`src/rtl/rv_csr_arbiter.sv`:
```
// rv_csr_arbiter: shares one CSR file port between the core pipeline and the
// debug module. Each granted request runs as an atomic
// read / capture / optional write / respond sequence. The set and clear
// arithmetic and the read-only protection are resolved here.
module rv_csr_arbiter #(
  parameter int unsigned STARVE_LIMIT = 4
) (
  input  logic        i_clk,
  input  logic        i_reset,
  // core port
  input  logic        i_core_req,
  input  logic [11:0] i_core_idx,
  input  logic [1:0]  i_core_op,
  input  logic [31:0] i_core_wdata,
  output logic        o_core_gnt,
  output logic        o_core_rvalid,
  output logic [31:0] o_core_rdata,
  output logic        o_core_err,
  // debug port
  input  logic        i_dbg_req,
  input  logic [11:0] i_dbg_idx,
  input  logic [1:0]  i_dbg_op,
  input  logic [31:0] i_dbg_wdata,
  output logic        o_dbg_gnt,
  output logic        o_dbg_rvalid,
  output logic [31:0] o_dbg_rdata,
  output logic        o_dbg_err,
  // CSR file port
  output logic        o_csr_re,
  output logic        o_csr_we,
  output logic [11:0] o_csr_idx,
  output logic [31:0] o_csr_wdata,
  input  logic [31:0] i_csr_rdata
);

  localparam int unsigned DATA_W = 32;
  localparam int unsigned OP_W   = 2;
  localparam int unsigned CNT_W  = 4;

  localparam logic [OP_W-1:0] OP_READ  = 2'b00;
  localparam logic [OP_W-1:0] OP_SET   = 2'b10;
  localparam logic [OP_W-1:0] OP_CLEAR = 2'b11;

  typedef enum logic [2:0] {
    S_IDLE,
    S_READ,
    S_WAIT,
    S_WRITE,
    S_RESP
  } state_t;

  state_t             state;
  logic [CNT_W-1:0]   starve_q;
  logic [OP_W-1:0]    op_q;
  logic [DATA_W-1:0]  wdata_q;
  logic [DATA_W-1:0]  rdata_q;
  logic               owner_dbg_q;

  logic               core_win;
  logic               dbg_win;
  logic               read_only;
  logic               skip_write;
  logic [DATA_W-1:0]  rmw_data;

  // Arbitration: debug first, core once debug has starved it STARVE_LIMIT times
  always_comb begin
    core_win = 1'b0;
    dbg_win  = 1'b0;
    if (state == S_IDLE) begin
      if (i_core_req && (!i_dbg_req || (starve_q == CNT_W'(STARVE_LIMIT)))) begin
        core_win = 1'b1;
      end else if (i_dbg_req) begin
        dbg_win = 1'b1;
      end
    end
  end

  assign o_core_gnt = core_win;
  assign o_dbg_gnt  = dbg_win;

  // Read-only decode on the latched address; read ops and protected writes skip WRITE
  assign read_only  = (o_csr_idx[11:10] == 2'b11);
  assign skip_write = (op_q == OP_READ) || read_only;

  // New CSR value computed from the data arriving this cycle
  always_comb begin
    rmw_data = wdata_q;
    case (op_q)
      OP_SET:   rmw_data = i_csr_rdata | wdata_q;
      OP_CLEAR: rmw_data = i_csr_rdata & ~wdata_q;
      default:  rmw_data = wdata_q;
    endcase
  end

  // Transaction sequencer with registered strobes and responses
  always_ff @(posedge i_clk or posedge i_reset) begin
    if (i_reset) begin
      state         <= S_IDLE;
      starve_q      <= '0;
      op_q          <= '0;
      wdata_q       <= '0;
      rdata_q       <= '0;
      owner_dbg_q   <= 1'b0;
      o_core_rvalid <= 1'b0;
      o_core_rdata  <= '0;
      o_core_err    <= 1'b0;
      o_dbg_rvalid  <= 1'b0;
      o_dbg_rdata   <= '0;
      o_dbg_err     <= 1'b0;
      o_csr_re      <= 1'b0;
      o_csr_we      <= 1'b0;
      o_csr_idx     <= '0;
      o_csr_wdata   <= '0;
    end else begin
      case (state)
        S_IDLE: begin
          if (core_win) begin
            starve_q    <= '0;
          end else if (!i_core_req) begin
            starve_q    <= '0;
          end else if (dbg_win) begin
            starve_q    <= starve_q + CNT_W'(1);
          end
          if (core_win || dbg_win) begin
            owner_dbg_q <= dbg_win;
            op_q        <= dbg_win ? i_dbg_op : i_core_op;
            wdata_q     <= dbg_win ? i_dbg_wdata : i_core_wdata;
            o_csr_idx   <= dbg_win ? i_dbg_idx : i_core_idx;
            o_csr_re    <= 1'b1;
            state       <= S_READ;
          end
        end
        S_READ: begin
          o_csr_re <= 1'b0;
          state    <= S_WAIT;
        end
        S_WAIT: begin
          rdata_q <= i_csr_rdata;
          if (skip_write) begin
            if (owner_dbg_q) begin
              o_dbg_rvalid  <= 1'b1;
              o_dbg_rdata   <= i_csr_rdata;
              o_dbg_err     <= (op_q != OP_READ);
            end else begin
              o_core_rvalid <= 1'b1;
              o_core_rdata  <= i_csr_rdata;
              o_core_err    <= (op_q != OP_READ);
            end
            state <= S_RESP;
          end else begin
            o_csr_we    <= 1'b1;
            o_csr_wdata <= rmw_data;
            state       <= S_WRITE;
          end
        end
        S_WRITE: begin
          o_csr_we    <= 1'b0;
          o_csr_wdata <= '0;
          if (owner_dbg_q) begin
            o_dbg_rvalid  <= 1'b1;
            o_dbg_rdata   <= rdata_q;
            o_dbg_err     <= 1'b0;
          end else begin
            o_core_rvalid <= 1'b1;
            o_core_rdata  <= rdata_q;
            o_core_err    <= 1'b0;
          end
          state <= S_RESP;
        end
        S_RESP: begin
          o_core_rvalid <= 1'b0;
          o_core_rdata  <= '0;
          o_core_err    <= 1'b0;
          o_dbg_rvalid  <= 1'b0;
          o_dbg_rdata   <= '0;
          o_dbg_err     <= 1'b0;
          o_csr_idx     <= '0;
          state         <= S_IDLE;
        end
        default: begin
          state <= S_IDLE;
        end
      endcase
    end
  end

endmodule
```
`config.mk`:
```
export PLATFORM = sky130hd
export DESIGN_NAME = rv_csr_arbiter
export DESIGN_NICKNAME = d
export VERILOG_FILES = /design/src/rtl/rv_csr_arbiter.sv
export SDC_FILE = /design/constraint.sdc
export NUM_CORES = 1
export LEC_CHECK = 0
export ABC_CLOCK_PERIOD_IN_PS = 22200
export CELL_PAD_IN_SITES_DETAIL_PLACEMENT = 0
export CELL_PAD_IN_SITES_GLOBAL_PLACEMENT = 1
export CORE_UTILIZATION = 40
export CTS_CLUSTER_DIAMETER = 100
export DETAILED_ROUTE_END_ITERATION = 12
export HOLD_SLACK_MARGIN = 0.15
export PLACE_DENSITY = 0.91
export SLEW_MARGIN = 25
export SYNTH_ARGS = -nofsm -noshare
export SYNTH_HDL_FRONTEND = slang
export SYNTH_SLANG_ARGS = --single-unit
export TNS_END_PERCENT = 5
```
`constraint.sdc`:
```
create_clock -name i_clk -period 22.2 [get_ports i_clk]
set_input_delay 6.66 -clock i_clk [delete_from_list [all_inputs] [get_ports i_clk]]
set_output_delay 6.66 -clock i_clk [all_outputs]
set_load 0.01 [all_outputs]
```
Fig. 1: signal wires on met3
Drawn at 2 px/µm. Cells faint in the background.
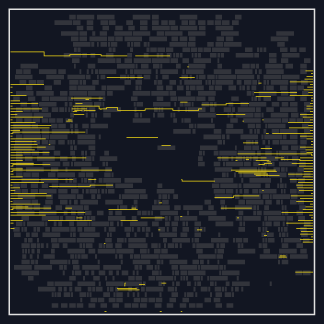
158 nets have wire on it. The wires run mostly horizontal.

Fig. 2: placement by cell class
Drawn at 3 px/µm.
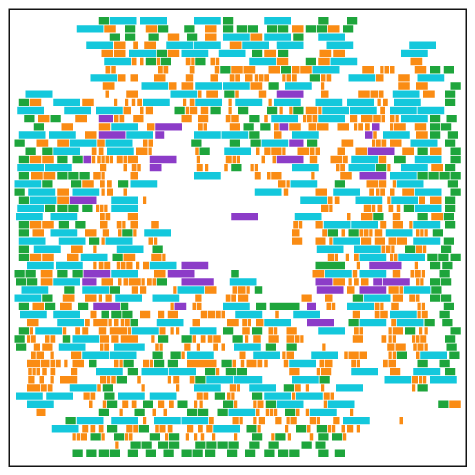
Key: orange = combinational and other logic [cells 624]; cyan = sequential cells [cells 188]; purple = clock drivers and dummy loads [cells 32]; green = remaining buffers and delay cells [cells 253]
row count: 54
fin area: 12,200 µm²
Seq area share: 38.6%
final core utilization: 55.7%

Fig. 3: clock wiring as the flow saved it
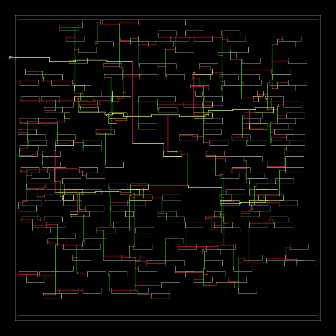
flop count: 188
Power Clock: 322 µW
CTS buffer count: 17
Skew-Pair Late Insertion Delay: 0.44 ns

Fig. 4: cells by drive strength
Drawn at 2 px/µm.
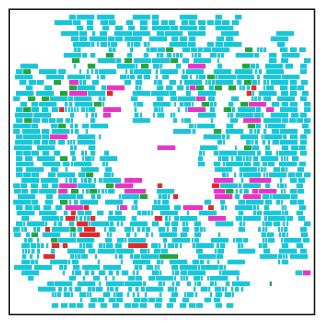
Key: green = _2 cells [cells 43, share 3.9%, most used mux2_2]; red = _3 and _4 cells [cells 21, share 1.9%, most used buf_4]; magenta = _6 and larger [cells 31, share 2.8%, most used clkbuf_16]; cyan = _0 and _1 cells [cells 1,002, share 91%, most used clkdlybuf4s50_1]

==> job_summary.md <==
### Metrics collected by this job

| Metric | Value |
|---|---|
| TritonRoute pass-1 iters | `5` |
| Post-CTS setup buffers | `0` |
| Adder Area Share | `0.279%` |
| Post-route clock period utilization | `71.3%` |
| Largest net degree at the start of global routing | `108` |
| Post-place setup slack | `6.37 ns` |
| DRC viols | `0` |
| Non-clk bufs | `253` |
| Synthesis area per yosys | `8980 µm²` |
| Peak supply drop | `0.0870 mV` |
| Critical Path Source | `i_core_req` |
| Slew HR | `32.6%` |
| Synthesized area per cell | `10.2 µm²` |
| Vias in the first global route | `7,550` |
| Clock Sinks | `188` |
| Placed insts | `1,343` |
| Routed wl met2 | `12,900 µm` |
| CTS H-Tree Depth | `4` |
| Cell Area, Placed | `11,500 µm²` |
| CTS tree | `yes` |
| Slew @ Worst Pin | `1.01 ns` |
| Clock transition at path regs | `0.07 ns` |
| Fillers | `1,945` |
| GR Util met2 | `38.4%` |
| Setup Skew | `0.0127 ns` |
| Crit Path Max Fanout | `47` |
| Routed wl met3 | `1660 µm` |
| # diodes | `1` |
| CORE AREA | `21,900 µm²` |
| RR Startpoint | `state[0]$_DFFE_PP0P_` |
| Status | `finished clean` |
| Worst Path Arrival | `9.16 ns` |
| Reg area | `4710 µm²` |
[worst max-delay path, cell delays in order]
cell and delay (ns):
clkdlybuf4s50_1 0.49, nand4b_1 0.15, nand3_2 0.08, buf_4 0.31, inv_2 0.74, clkdlybuf4s50_1 0.69
[synthesized netlist by cell type (all sizes together)]
master   number
dfrtp       188
nand2       163
mux2         98
nor2         72
o21ai        54
a31oi        46
a21oi        40
clkbuf       36
buf          35
a22oi        32
mux2i        30
nor3         29
nor3b        26
o22ai         7
inv           5
nand2b        4
nand3         3
ha            2
nand3b        2
o2bb2ai       2
and2          1
nand4         1
nand4b        1
nor2b         1
o211a         1
o21a          1
o31ai         1
or2           1
or3           1
[report_power, final]
group	switching [µW]	internal, µW	total [µW]
sequential	147	518	666
clock	143	179	322
combinational	462	461	924
Power figures rest on the tool's default switching activity, not on a simulated workload.
